`config.mk`:
```
export PLATFORM = sky130hd
export DESIGN_NAME = out_fm_store_ctrl_flat
export DESIGN_NICKNAME = d
export VERILOG_FILES = /design/src/rtl/out_fm_store_ctrl_if.sv /design/src/rtl/out_fm_store_ctrl.sv /design/src/flat_wrapper.sv
export SDC_FILE = /design/constraint.sdc
export NUM_CORES = 2
export LEC_CHECK = 0
export CORE_MARGIN = 3
export CORE_UTILIZATION = 55
export CTS_CLUSTER_DIAMETER = 120
export CTS_CLUSTER_SIZE = 16
export DETAILED_ROUTE_END_ITERATION = 10
export GPL_ROUTABILITY_DRIVEN = 0
export PLACE_DENSITY_LB_ADDON = 0.1
export SLEW_MARGIN = 20
export SYNTH_ARGS = -nofsm -noshare
export SYNTH_HDL_FRONTEND = slang
export SYNTH_SLANG_ARGS = --single-unit
export TNS_END_PERCENT = 50
```
`constraint.sdc`:
```
create_clock -name clk -period 17.3 [get_ports clk]
set_clock_uncertainty 0.15 [all_clocks]
set_input_delay 2.595 -clock clk [delete_from_list [all_inputs] [get_ports clk]]
set_output_delay 2.595 -clock clk [all_outputs]
set_load 0.005 [all_outputs]
```
`src/rtl/out_fm_store_ctrl_if.sv`:
```
// Tile-store handshake and write-master command bus between the scheduler/master side and
// the output feature map store controller.
interface out_fm_store_ctrl_if #(
  parameter int unsigned CW  = 16,
  parameter int unsigned XAW = 32
);
  logic           store_start;
  logic           store_done;
  logic [XAW-1:0] cfg_out_base;
  logic [CW-1:0]  cfg_n;
  logic [CW-1:0]  cfg_r;
  logic [CW-1:0]  cfg_c;
  logic [CW-1:0]  tile_base_n;
  logic [CW-1:0]  tile_base_row;
  logic [CW-1:0]  tile_base_col;
  logic [XAW-1:0] param_waddr;
  logic [CW-1:0]  param_iolen;
  logic           store_trans_start;
  logic           store_trans_done;
  logic           store_fifo_empty;

  modport master (
    input  store_start, cfg_out_base, cfg_n, cfg_r, cfg_c,
           tile_base_n, tile_base_row, tile_base_col,
           store_trans_done, store_fifo_empty,
    output store_done, param_waddr, param_iolen, store_trans_start
  );

  modport slave (
    output store_start, cfg_out_base, cfg_n, cfg_r, cfg_c,
           tile_base_n, tile_base_row, tile_base_col,
           store_trans_done, store_fifo_empty,
    input  store_done, param_waddr, param_iolen, store_trans_start
  );
endinterface

```
`src/rtl/out_fm_store_ctrl.sv`:
```
// Moves one output tile from the store FIFO to DDR as a sequence of write bursts,
// splitting each row into bursts of at most MAX_BURST words and clipping ragged edge tiles.
module out_fm_store_ctrl #(
  parameter int unsigned CW        = 16,
  parameter int unsigned DW        = 32,
  parameter int unsigned XAW       = 32,
  parameter int unsigned Tn        = 16,
  parameter int unsigned Tr        = 62,
  parameter int unsigned Tc        = 14,
  parameter int unsigned MAX_BURST = 8
) (
  input  logic                clk,
  input  logic                rst_n,
  out_fm_store_ctrl_if.master bus
);
  localparam int unsigned BYTE_SHIFT = $clog2(DW / 8);
  localparam logic [CW-1:0] MB = CW'(MAX_BURST);

  typedef enum logic [2:0] {IDLE, CHECK, WAIT, CONFIG, TRANS, NEXT} state_t;

  state_t         state, state_d;
  logic [CW-1:0]  vn, vr, vc;
  logic [CW-1:0]  base_n, base_row, base_col, cfg_r_q, cfg_c_q;
  logic [CW-1:0]  b, tr, tn;
  logic [XAW-1:0] out_base;
  logic           done_d, start_d;
  logic [CW-1:0]  burst_off, row_rem, iolen_c;
  logic           row_last, tile_last, tile_empty;
  logic [XAW-1:0] word_idx, waddr_c;

  // Valid extent along one dimension: zero when the origin lies at or past the edge.
  function automatic logic [CW-1:0] clip(input logic [CW-1:0] dim, input logic [CW-1:0] base,
                                         input logic [CW-1:0] lim);
    logic [CW-1:0] rem;
    rem = dim - base;
    if (base >= dim) return '0;
    return (rem > lim) ? lim : rem;
  endfunction

  always_comb begin
    burst_off  = b * MB;
    row_rem    = vc - burst_off;
    row_last   = (row_rem <= MB);
    iolen_c    = row_last ? row_rem : MB;
    tile_last  = row_last && (tr == vr - CW'(1)) && (tn == vn - CW'(1));
    tile_empty = (vn == '0) || (vr == '0) || (vc == '0);
    word_idx   = (XAW'(base_n) + XAW'(tn)) * XAW'(cfg_r_q) * XAW'(cfg_c_q)
               + (XAW'(base_row) + XAW'(tr)) * XAW'(cfg_c_q)
               + XAW'(base_col) + XAW'(burst_off);
    waddr_c    = out_base + (word_idx << BYTE_SHIFT);
  end

  always_ff @(posedge clk or negedge rst_n) begin
    if (!rst_n) state <= IDLE;
    else        state <= state_d;
  end

  always_comb begin
    state_d = state;
    done_d  = 1'b0;
    start_d = 1'b0;
    unique case (state)
      IDLE:   if (bus.store_start) state_d = CHECK;
      CHECK: begin
        if (tile_empty) begin
          done_d  = 1'b1;
          state_d = IDLE;
        end else begin
          state_d = WAIT;
        end
      end
      WAIT:   if (!bus.store_fifo_empty) state_d = CONFIG;
      CONFIG: begin
        start_d = 1'b1;
        state_d = TRANS;
      end
      TRANS:  if (bus.store_trans_done) state_d = NEXT;
      NEXT: begin
        if (tile_last) begin
          done_d  = 1'b1;
          state_d = IDLE;
        end else begin
          state_d = WAIT;
        end
      end
      default: state_d = IDLE;
    endcase
  end

  // Tile latch, burst parameter registers and the burst/row/channel walk.
  always_ff @(posedge clk or negedge rst_n) begin
    if (!rst_n) begin
      bus.store_done        <= 1'b0;
      bus.store_trans_start <= 1'b0;
      bus.param_waddr       <= '0;
      bus.param_iolen       <= '0;
      vn       <= '0;
      vr       <= '0;
      vc       <= '0;
      base_n   <= '0;
      base_row <= '0;
      base_col <= '0;
      cfg_r_q  <= '0;
      cfg_c_q  <= '0;
      out_base <= '0;
      b        <= '0;
      tr       <= '0;
      tn       <= '0;
    end else begin
      bus.store_done        <= done_d;
      bus.store_trans_start <= start_d;
      if (state == IDLE && bus.store_start) begin
        vn       <= clip(bus.cfg_n, bus.tile_base_n, CW'(Tn));
        vr       <= clip(bus.cfg_r, bus.tile_base_row, CW'(Tr));
        vc       <= clip(bus.cfg_c, bus.tile_base_col, CW'(Tc));
        base_n   <= bus.tile_base_n;
        base_row <= bus.tile_base_row;
        base_col <= bus.tile_base_col;
        cfg_r_q  <= bus.cfg_r;
        cfg_c_q  <= bus.cfg_c;
        out_base <= bus.cfg_out_base;
        b        <= '0;
        tr       <= '0;
        tn       <= '0;
      end
      if (state == CONFIG) begin
        bus.param_waddr <= waddr_c;
        bus.param_iolen <= iolen_c;
      end
      if (state == NEXT) begin
        if (!row_last) begin
          b <= b + CW'(1);
        end else begin
          b <= '0;
          if (tr == vr - CW'(1)) begin
            tr <= '0;
            tn <= tn + CW'(1);
          end else begin
            tr <= tr + CW'(1);
          end
        end
      end
    end
  end
endmodule

```
`src/flat_wrapper.sv`:
```
// flat-port wrapper written by rule: the top's interface ports become plain ports
module out_fm_store_ctrl_flat 
#(
  parameter int unsigned CW        = 16,
  parameter int unsigned DW        = 32,
  parameter int unsigned XAW       = 32,
  parameter int unsigned Tn        = 16,
  parameter int unsigned Tr        = 62,
  parameter int unsigned Tc        = 14,
  parameter int unsigned MAX_BURST = 8
)
  (clk, rst_n, bus_store_start, bus_cfg_out_base, bus_cfg_n, bus_cfg_r, bus_cfg_c, bus_tile_base_n, bus_tile_base_row, bus_tile_base_col, bus_store_trans_done, bus_store_fifo_empty, bus_store_done, bus_param_waddr, bus_param_iolen, bus_store_trans_start);
  out_fm_store_ctrl_if #(.CW(CW), .XAW(XAW)) bus_i ();
  input  logic clk;
  input  logic rst_n;
  input wire logic [$bits(bus_i.store_start)-1:0] bus_store_start;
  input wire logic [$bits(bus_i.cfg_out_base)-1:0] bus_cfg_out_base;
  input wire logic [$bits(bus_i.cfg_n)-1:0] bus_cfg_n;
  input wire logic [$bits(bus_i.cfg_r)-1:0] bus_cfg_r;
  input wire logic [$bits(bus_i.cfg_c)-1:0] bus_cfg_c;
  input wire logic [$bits(bus_i.tile_base_n)-1:0] bus_tile_base_n;
  input wire logic [$bits(bus_i.tile_base_row)-1:0] bus_tile_base_row;
  input wire logic [$bits(bus_i.tile_base_col)-1:0] bus_tile_base_col;
  input wire logic [$bits(bus_i.store_trans_done)-1:0] bus_store_trans_done;
  input wire logic [$bits(bus_i.store_fifo_empty)-1:0] bus_store_fifo_empty;
  output wire logic [$bits(bus_i.store_done)-1:0] bus_store_done;
  output wire logic [$bits(bus_i.param_waddr)-1:0] bus_param_waddr;
  output wire logic [$bits(bus_i.param_iolen)-1:0] bus_param_iolen;
  output wire logic [$bits(bus_i.store_trans_start)-1:0] bus_store_trans_start;
  assign bus_i.store_start = bus_store_start;
  assign bus_i.cfg_out_base = bus_cfg_out_base;
  assign bus_i.cfg_n = bus_cfg_n;
  assign bus_i.cfg_r = bus_cfg_r;
  assign bus_i.cfg_c = bus_cfg_c;
  assign bus_i.tile_base_n = bus_tile_base_n;
  assign bus_i.tile_base_row = bus_tile_base_row;
  assign bus_i.tile_base_col = bus_tile_base_col;
  assign bus_i.store_trans_done = bus_store_trans_done;
  assign bus_i.store_fifo_empty = bus_store_fifo_empty;
  assign bus_store_done = bus_i.store_done;
  assign bus_param_waddr = bus_i.param_waddr;
  assign bus_param_iolen = bus_i.param_iolen;
  assign bus_store_trans_start = bus_i.store_trans_start;
  out_fm_store_ctrl #(.CW(CW), .DW(DW), .XAW(XAW), .Tn(Tn), .Tr(Tr), .Tc(Tc), .MAX_BURST(MAX_BURST)) u_core (.clk(clk), .rst_n(rst_n), .bus(bus_i));
endmodule
```
**The clock network**

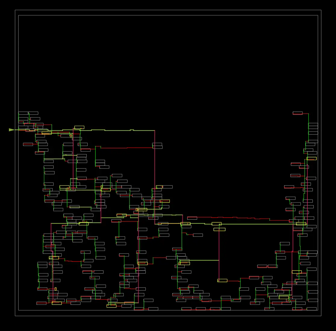
clk_lat worst skew: 570 ps
CTS buffer count: 20
CLK BUF: 25
flip-flops: 258

**Routed clock nets over the placement**

(1 px per micron)
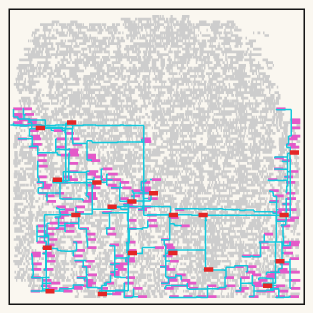
Key: flip-flops = magenta [count 258]; cells driving clock nets = red [count 20]; clock wires = cyan [length 3920 microns]
There are 21 routed clock nets.

==> flow_metrics.tcl <==
# implementation run metrics
set metrics [dict create \
    path_max_fanout 8 \
    cp.required_ps 17550 \
    timing.rr.end "u_core.bus.param_waddr[31]" \
    ys_cells 5215 \
    layout_top_cell "inv_1" \
    chipArea_sq_um 86100 \
    relSlewSlack 0.2474 \
    crit_arrival_ps 16460 \
    worstSetupPathType "reg -> reg" \
    synth_adder_area_share 0.4466 \
    drt_iter0_markers 1820 \
    slowest_delay_ps 580 \
    holdCritStartpoint "u_core.out_base[0]" \
    largestRegisters "u_core.bus.param_waddr x32, u_core.out_base x32" \
    r2r.worst_path.cells 63 \
    start_kind "flop" \
    clk_pin_slew_ps 80 \
    root_buffer "clkbuf_16" \
    cp-startpoint "u_core.tn[1]" \
    first_pass_iters 5 \
    cts_sinks 258 \
    hold_path_class "reg -> reg" \
    dieWidth_microns 293.4 \
    ys_sh_mux 0.001983 \
    top_area_cell "fa_1" \
    fp_nets 6506 \
    async_flop_share 1.000 \
    whs_path_depth 2 \
    remaining_drc_errors 0 \
    fmax_mhz 61.68 \
    cts_resized 0 \
    synth.avg_cell_area_sq_um 8.713 \
    maxCapViolations 0 \
    hold_buffers 0 \
    syn_area_sq_um 45440 \
    hold-worst-slack_ps 318.1 \
    fin_nets 6569 \
    post-cts-setup-buffers 0 \
    antenna_found_initial 7 \
    port_buffers 182 \
    synth-xor-area-share 0.04321 \
    dp.final_hpwl_microns 94790 \
    final-setup-viol-count 0 \
    viasPerCell 5.350 \
    maxSlewViolCount 0 \
    hold_end "u_core.bus.param_waddr[0]" \
    yosys_warnings 0 \
    status "complete, no violations" \
    rsz0062_at_grt "false" \
]
**Routed metal, one color a layer**

(1.5 px per micron)
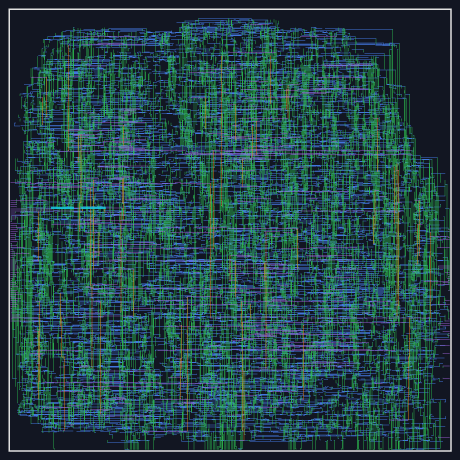
Key: met5 = cyan [wire length 28.5 microns]; met2 = green [wire length 57.7 mm]; met1 = blue [wire length 51.3 mm]; met3 = purple [wire length 6290 microns]; met4 = orange [wire length 2270 microns]
WL/cell: 18.53 microns
via count: 33.94k
Total GRT Usage: 0.2828
DRT Wirelength: 117600 microns

**Floorplan with the power grid**

(1 px per micron) Pins as bars on the die edge.
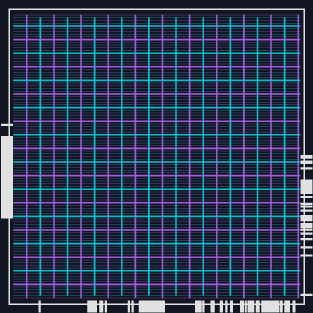
Key: VDD = cyan; VSS = purple
105 met1 rails follow the rows. 20 straps on met5. The core has 104 rows.
Core ar.: 81200 sq um
Die Y: 293.4 microns

[worst max path at each step]
| stage | end | slack (ps) | cells past startpoint |
|---|---|---|---|
| after floorplan | u_core.bus.param_waddr[31] | 2580 | 64 |
| after global routing | u_core.bus.param_waddr[31] | 10 | 63 |
| final | u_core.bus.param_waddr[31] | 1090 | 63 |
| after detailed placement | u_core.bus.param_waddr[31] | 1080 | 63 |
| after global placement | u_core.bus.param_waddr[31] | 1460 | 63 |
| after CTS | u_core.bus.param_waddr[31] | 1040 | 63 |
[worst max-delay path: cells and delay by family (launching register included)]
| family | cells | cell delay (ps) |
|---|---|---|
| adder cells (fa/ha/maj) | 16 | 7610 |
| XOR/XNOR | 17 | 3540 |
| AND-OR/OR-AND | 14 | 2830 |
| AND/OR/NAND/NOR | 7 | 820 |
| buffers and inverters | 9 | 660 |
| flip-flops | 1 | 450 |
[synthesized netlist by cell type (all sizes together) (11+ instances only)]
master and instances:
a21o 58, o21ai 203, xnor2 149, ha 385, nand2 837, or3 14
nor2 112, a31oi 14, nor3 44, nor4 27, nand4 34, a211oi 11
a21oi 140, xor2 64, clkbuf 202, and2 403, nor2b 73, and3 52
inv 1084, o21bai 23, a21boi 13, o21a 26, fa 773, dfrtp 258
nand3 50, nand2b 38
[metal layers]
metal	routed length, microns	up-vias	global-route usage	part of all wire
met2	57670	847	0.4931	0.49
met3	6290	130	0.03356	0.054
met1	51290	16959	0.3856	0.44
met5	28	-	0	0.00024
li1	-	16004	-	-
met4	2272	4	0.05209	0.019
[final cells by class]
type                            count  area [sq um]
Antenna cell                        2         5.005
Tap cell                         1060          1326
Multi-Input combinational cell   3668         34240
Sequential cell                   258          6462
Timing Repair Buffer              246          2307
Fill cell                        7317         32220
Inverter                         1084          4069
Clock buffer                       25         519.2
Clock inverter                      2         46.29
[cell families (layout without fill, tap and decap cells)]
kind of cell,Yosys count,after routing
AND/OR/NAND/NOR,1725,1725
AND-OR/OR-AND,559,559
flip-flops,258,258
adder cells (fa/ha/maj),1158,1158
buffers and inverters,1289,1357
multiplexers,9,9
other,0,2
XOR/XNOR,217,217
[metrics by stage]
| step | cell area [sq um] | cells | setup WS [ps] | utilization |
|---|---|---|---|---|
| final | 48980 | 6345 | 1088 | 0.6032 |
| after floorplan | 45440 | 5215 | 2575 | - |
| after detailed placement | 48410 | 6316 | 1084 | 0.5962 |
| after global placement | 48410 | 6316 | 1464 | 0.5962 |
| after global routing | 48970 | 6343 | 10.42 | 0.6031 |
| after CTS | 48970 | 6343 | 1043 | 0.6031 |
